Figure 1. Clock distribution.
Bar = 10 µm.
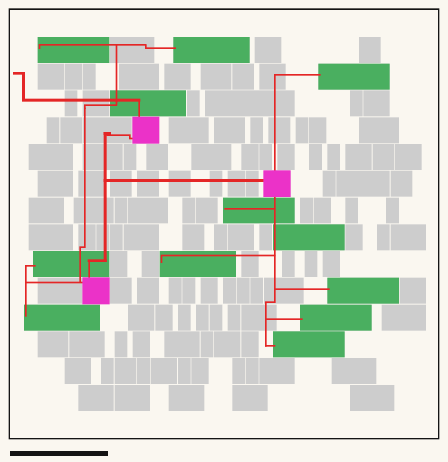
Figure 2. The clock network.
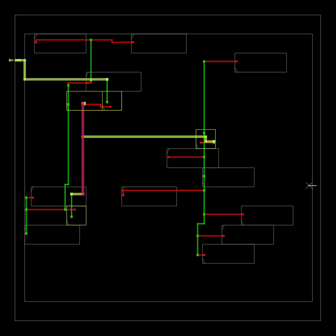
Figure 3. PDN straps and rails.
Bar = 10 µm. Pins as bars on the die edge. Tap cells in grey.
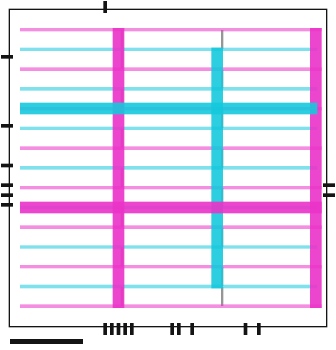
Figure 4. Cell classes on the final placement.
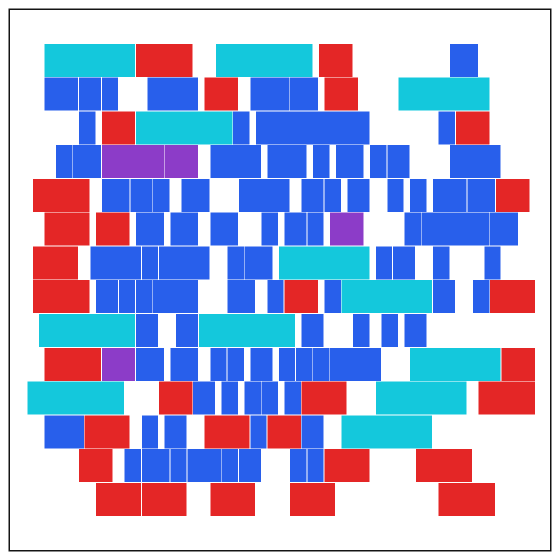
==> src/rtl/instr_state_sequencer_pkg.sv <==
// Shared state codes and opcode constants for the instruction sequencer.
// Latency: n/a (declarations only).
// Backpressure: n/a.
package instr_state_sequencer_pkg;

    // State codes consumed by the enable-decoding Controller
    typedef enum logic [2:0] {
        IDLE        = 3'd0,
        REGS_WRITE  = 3'd1,
        MEM_TO_REGS = 3'd2,
        MEM_WRITE   = 3'd3,
        PC_WRITE    = 3'd4
    } seqStateT;

    // RV32 major opcodes (instruction bits [6:0])
    localparam logic [6:0] OPC_OP     = 7'b0110011;
    localparam logic [6:0] OPC_OP_IMM = 7'b0010011;
    localparam logic [6:0] OPC_LUI    = 7'b0110111;
    localparam logic [6:0] OPC_AUIPC  = 7'b0010111;
    localparam logic [6:0] OPC_JAL    = 7'b1101111;
    localparam logic [6:0] OPC_JALR   = 7'b1100111;
    localparam logic [6:0] OPC_LOAD   = 7'b0000011;
    localparam logic [6:0] OPC_STORE  = 7'b0100011;
    localparam logic [6:0] OPC_BRANCH = 7'b1100011;

endpackage

==> src/rtl/instr_state_sequencer_opcode_classifier.sv <==
// Maps an opcode to the first sequencer state of its class, flags unsupported opcodes.
// Latency: combinational.
// Backpressure: none; pure function of the opcode.
module instr_state_sequencer_opcode_classifier
    import instr_state_sequencer_pkg::*;
(
    input  logic [6:0] opcode,
    output seqStateT   classState,
    output logic       illegal
);

    // Class lookup; unsupported opcodes leave the sequencer in IDLE
    always_comb begin
        classState = IDLE;
        illegal    = 1'b0;
        case (opcode)
            OPC_OP, OPC_OP_IMM, OPC_LUI,
            OPC_AUIPC, OPC_JAL, OPC_JALR: classState = REGS_WRITE;
            OPC_LOAD:                     classState = MEM_TO_REGS;
            OPC_STORE:                    classState = MEM_WRITE;
            OPC_BRANCH:                   classState = PC_WRITE;
            default:                      illegal    = 1'b1;
        endcase
    end

endmodule

==> src/rtl/instr_state_sequencer.sv <==
// Multi-cycle state sequencer: accepts one opcode in IDLE and walks execute/memory/PC-update states.
// Latency: accept->instrDone is 3 (ALU/jump), 2 (branch), 3+N (load/store, N = memReady-low cycles).
// Backpressure: stall freezes everything; memory states wait for memReady up to MEM_TIMEOUT cycles.
module instr_state_sequencer
    import instr_state_sequencer_pkg::*;
#(
    parameter int MEM_TIMEOUT = 16,
    parameter int CNT_W       = 5
) (
    input  logic       clk,
    input  logic       reset,
    input  logic       instrValid,
    input  logic [6:0] opcode,
    input  logic       memReady,
    input  logic       stall,
    output logic       instrAccept,
    output logic [2:0] state,
    output logic       instrDone,
    output logic       illegalInstr,
    output logic       memTimeout
);

    // Counter value in the last allowed wait cycle; hitting it with memReady low aborts the access
    localparam logic [CNT_W-1:0] CNT_LAST = CNT_W'(MEM_TIMEOUT - 1);

    seqStateT         stateQ;
    logic [CNT_W-1:0] memCnt;
    seqStateT         classState;
    logic             classIllegal;

    // The class state fully captures what the Controller needs from the opcode,
    // so the opcode itself is consumed at accept time and not held afterwards.
    instr_state_sequencer_opcode_classifier uClassifier (
        .opcode     (opcode),
        .classState (classState),
        .illegal    (classIllegal)
    );

    assign state = stateQ;

    // Sequencer FSM: state, wait counter and registered pulse outputs
    always_ff @(posedge clk) begin
        if (reset) begin
            stateQ       <= IDLE;
            memCnt       <= '0;
            instrAccept  <= 1'b0;
            instrDone    <= 1'b0;
            illegalInstr <= 1'b0;
            memTimeout   <= 1'b0;
        end else begin
            instrAccept  <= 1'b0;
            instrDone    <= 1'b0;
            illegalInstr <= 1'b0;
            memTimeout   <= 1'b0;
            case (stateQ)
                IDLE: begin
                    if (!stall && instrValid) begin
                        instrAccept  <= 1'b1;
                        illegalInstr <= classIllegal;
                        stateQ       <= classState;
                        memCnt       <= '0;
                    end
                end
                REGS_WRITE: begin
                    if (!stall) begin
                        stateQ <= PC_WRITE;
                    end
                end
                MEM_TO_REGS, MEM_WRITE: begin
                    // memReady takes priority over a timeout landing in the same cycle
                    if (!stall) begin
                        if (memReady) begin
                            stateQ <= PC_WRITE;
                        end else if (memCnt == CNT_LAST) begin
                            stateQ     <= PC_WRITE;
                            memTimeout <= 1'b1;
                        end else begin
                            memCnt <= memCnt + CNT_W'(1);
                        end
                    end
                end
                PC_WRITE: begin
                    if (!stall) begin
                        instrDone <= 1'b1;
                        stateQ    <= IDLE;
                    end
                end
                // Encodings 5-7 are unreachable; recover regardless of stall
                default: stateQ <= IDLE;
            endcase
        end
    end

endmodule

==> config.mk <==
export PLATFORM = sky130hd
export DESIGN_NAME = instr_state_sequencer
export DESIGN_NICKNAME = d
export VERILOG_FILES = /design/src/rtl/instr_state_sequencer_pkg.sv /design/src/rtl/instr_state_sequencer_opcode_classifier.sv /design/src/rtl/instr_state_sequencer.sv
export SDC_FILE = /design/constraint.sdc
export NUM_CORES = 1
export LEC_CHECK = 0
export ABC_AREA = 1
export CORE_UTILIZATION = 42
export DETAILED_ROUTE_END_ITERATION = 6
export PLACE_DENSITY_LB_ADDON = 0.25
export SKIP_CTS_REPAIR_TIMING = 1
export SLEW_MARGIN = 20
export SYNTH_ARGS = -nofsm -noshare
export SYNTH_HDL_FRONTEND = slang
export SYNTH_SLANG_ARGS = --single-unit
==> constraint.sdc <==
create_clock -name clk -period 1.5 [get_ports clk]
set_clock_uncertainty 0.1 [all_clocks]
set_input_delay 0.3 -clock clk [delete_from_list [all_inputs] [get_ports clk]]
set_output_delay 0.3 -clock clk [all_outputs]
set_load 0.01 [all_outputs]
==> impl_table.tex <==
% Synthesis and place-and-route results
\begin{tabular}{lr}
\hline
Metric & Value \\
\hline
\multicolumn{2}{l}{\textbf{Run status}} \\
Violated checks & DRC, setup timing \\
Status & finished with violations \\
\multicolumn{2}{l}{\textbf{Global route}} \\
All-Layer GR Usage & approximately a fifth \\
Met3 Use GR & under 10\% \\
Initial antenna violation count & 0 \\
Final global-route overflow total & 0 \\
Met2 Use GR & 38.8\% \\
Top Usage Layer GRT & met2 \\
\multicolumn{2}{l}{\textbf{Synth}} \\
Dominant cell by count in the synthesized netlist & sky130\_fd\_sc\_hd\_\_nand2\_1 \\
Post-synthesis async set-or-reset flop share & 0\% \\
Proportion of synthesized chip area in sequential cells & roughly 33\% \\
Warning count from the yosys run & 0 \\
Top area cells in the synthesized netlist & sky130\_fd\_sc\_hd\_\_dfxtp\_1 (33\%), sky130\_fd\_sc\_hd\_\_nand2\_1 (14\%), sky130\_fd\_sc\_hd\_\_inv\_1 (6.7\%), sky130\_fd\_sc\_hd\_\_nor2\_4 (6.2\%), sky130\_fd\_sc\_hd\_\_a21oi\_1 (5.5\%) \\
Cell total in the yosys stat output & between 100 and 150 \\
Average footprint of a synthesized cell & 6.89 µm² \\
Number of cells produced by synthesis & $\sim$110 \\
Synthesis area per yosys & 723 µm² \\
Most frequent cells after synthesis & sky130\_fd\_sc\_hd\_\_nand2\_1 (27), sky130\_fd\_sc\_hd\_\_inv\_1 (13), sky130\_fd\_sc\_hd\_\_dfxtp\_1 (12) \\
Number of synthesized flops with an enable pin & 0 \\
Prevailing post-synth register cell & sky130\_fd\_sc\_hd\_\_dfxtp\_1 \\
Post-Syn Area & between 700 and 800 µm² \\
Registers, synthesis & 12 \\
Top cell area share & roughly 33\% \\
\multicolumn{2}{l}{\textbf{Route}} \\
Highest layer used for signal routing & met4 \\
Iteration-0 DRC Markers & 10 \\
Routed wire per std cell & $\sim$12 µm \\
Residual antenna-violating net count after detailed routing & 0 \\
Routed met3 length & 59 µm \\
Routed via count & 767 \\
Remaining DRCs & 2 \\
Metal-1 WL & 777 µm \\
Met2 layer wire length in the routed design & around 900 µm \\
First-pass iteration count of the detailed router & 6 \\
\multicolumn{2}{l}{\textbf{Clock network}} \\
Clock tree from TritonCTS & yes \\
CTS H-Tree Depth & 1 \\
Clk Tree Root Cell & sky130\_fd\_sc\_hd\_\_clkbuf\_4 \\
Clock slew seen by the registers of the worst setup and hold paths & approximately 80 ps \\
\multicolumn{2}{l}{\textbf{Final timing}} \\
RSZ-0062 raised after global routing & true \\
Minimum period implied by the final worst setup slack & approximately 1600 ps \\
Total count of max-transition violations in the final report & 0 \\
Setup-failing EPs final & 6 \\
Crit path setup slack, layout & -63.9 ps \\
Worst rel slew slack & $\sim$79\% \\
Post-Route Hold Slack & 394 ps \\
Hold violation total from the final report & 0 \\
Period utilisation layout & 104\% \\
F\_max & 0.639 GHz \\
\multicolumn{2}{l}{\textbf{Pwr}} \\
Switching part of the total & between 20\% and 30\% \\
Power share of the combinational group & a little under a fifth \\
Power per cell area & between 600 and 700 nW/µm² \\
Static leakage & between 0.5 and 0.6 nW \\
Total power of the final layout & 740 µW \\
Switch Pwr & 195 µW \\
Internal power & between 500 and 600 µW \\
\multicolumn{2}{l}{\textbf{Placed design}} \\
Count of placed standard cells including taps & between 100 and 150 \\
GPL Wtd Cong & around 0.87 \\
Number of input and output port buffers inserted & 18 \\
Worst Setup Slack post-DPL & -181 ps \\
Post-detailed-placement cell area & approximately 1000 µm² \\
\multicolumn{2}{l}{\textbf{Layout}} \\
Number of filler cells placed in the layout & 147 \\
Number of diodes added for antenna fixing & 0 \\
Net total in the final layout & roughly 150 \\
Final cell count without fillers & around 150 \\
Highest-count logic cell in the final layout & sky130\_fd\_sc\_hd\_\_nand2\_1 \\
Final Instance Area & roughly 1100 µm² \\
Layout overhead on the synthesized area & 54.3\% \\
Logic area & 465 µm² \\
Storage cell area & between 200 and 250 µm² \\
Share of post-route cells with drive strength above 1 & 35.5\% \\
Util after Layout & 71.6\% \\
Most numerous logic cells after layout & sky130\_fd\_sc\_hd\_\_nand2\_1 (22), sky130\_fd\_sc\_hd\_\_inv\_1 (12), sky130\_fd\_sc\_hd\_\_buf\_4 (12) \\
\multicolumn{2}{l}{\textbf{Critical path}} \\
Launching element type of the critical path & flop \\
Worst-path fanout max & 5 \\
Endpoint class of the critical path & flop \\
Arr. time, crit path & between 1500 and 2000 ps \\
Crit path kind & flop to flop \\
Required time at the endpoint of the critical path & 1580 ps \\
\multicolumn{2}{l}{\textbf{Job}} \\
Total tool warning count & 28 \\
Tally of max-capacitance violations & 0 \\
\multicolumn{2}{l}{\textbf{Floorplanning}} \\
Overall die area & approximately 1900 µm² \\
Initial Util & a little under half \\
I/O Pins & 19 \\
Row count & 14 \\
\multicolumn{2}{l}{\textbf{Min path}} \\
Hold/Removal Path Class & flop to flop \\
\hline
\end{tabular}
-- Figure 1 (at the start) --
Key: magenta = cells driving clock nets [count 3]; red = clock wires [length 178 µm]; green = flip-flops [count 12]
There are 4 routed clock nets.
power share of the clock group: 36.6%
worst-skew pair later-pin latency: 290 ps

-- Figure 2 (at the start) --
TritonCTS buffer count: 3
number of clock-tree buffers in the layout: 4
count of flip-flops and latches: 12
clk sink count: 12

-- Figure 3 (at the start) --
Key: cyan = VDD; magenta = VSS
2 straps on met5. The core has 14 rows. 19 signal pins sit on the boundary. 15 met1 rails follow the rows.
y dimension of the die: 43.5 µm
placeable core region: 1560 µm²
IR drop worst, VDD: 0.595 mV
die width: 43.5 µm

-- Figure 4 (at the start) --
Key: cyan = flip-flops [cells 12]; red = other buffers and delay cells [cells 30]; blue = all other logic [cells 92]; purple = clock drivers and dummy loads [cells 4]

## power groups by stage
stage	Sequential [mW]	Combinational [mW]	Clock, mW
after global placement	0.339	0.125	0
after floorplan	0.342	0.0594	0
after detailed placement	0.340	0.127	0
after CTS	0.332	0.128	0.274
after global routing	0.333	0.152	0.283
final	0.332	0.137	0.271
## cell type report
class,count,area share [%]
flip-flops and latches,12,22.1
inverters,16,5.38
well taps,16,1.79
clock buffers,4,3.25
repair buffers,30,25.8
multi-input cells,76,41.7
## cells by family after synthesis
logic type      count (synthesis)  share of synthesized area, %
simple gates                   64                          47.6
buf+inv                        17                          8.82
compound gates                 10                          6.92
fa+ha+maj                       2                          3.46
flops                          12                          33.2
## critical path: stages (launching register included)
cell,delay [ps]
sky130_fd_sc_hd__dfxtp_2,340
sky130_fd_sc_hd__ha_4,160
sky130_fd_sc_hd__nand2_2,70
sky130_fd_sc_hd__nor2_2,30
sky130_fd_sc_hd__ha_2,170
sky130_fd_sc_hd__inv_2,50
sky130_fd_sc_hd__nand2_2,50
sky130_fd_sc_hd__nor2_4,110
sky130_fd_sc_hd__inv_2,70
sky130_fd_sc_hd__nand2_2,80
sky130_fd_sc_hd__nand2_4,70
sky130_fd_sc_hd__o21ai_2,110
sky130_fd_sc_hd__nor2_1,50
## worst paths after layout
check / startpoint / to / slack [ps] / cells past startpoint
worst max-delay path: memCnt[0] / memCnt[1] / -60 / 12
worst min-delay path: state[0] / state[0] / 390 / 2
worst max register to register: memCnt[0] / memCnt[1] / -60 / 12
worst min register to register: state[0] / state[0] / 390 / 2
## sequential cells by signal, indices dropped and copies added (netlist names)
name and count:
illegalInstr 1, instrAccept 1, instrDone 1, memCnt 5, memTimeout 1, state 3
Power and IR drop assume default switching activity.
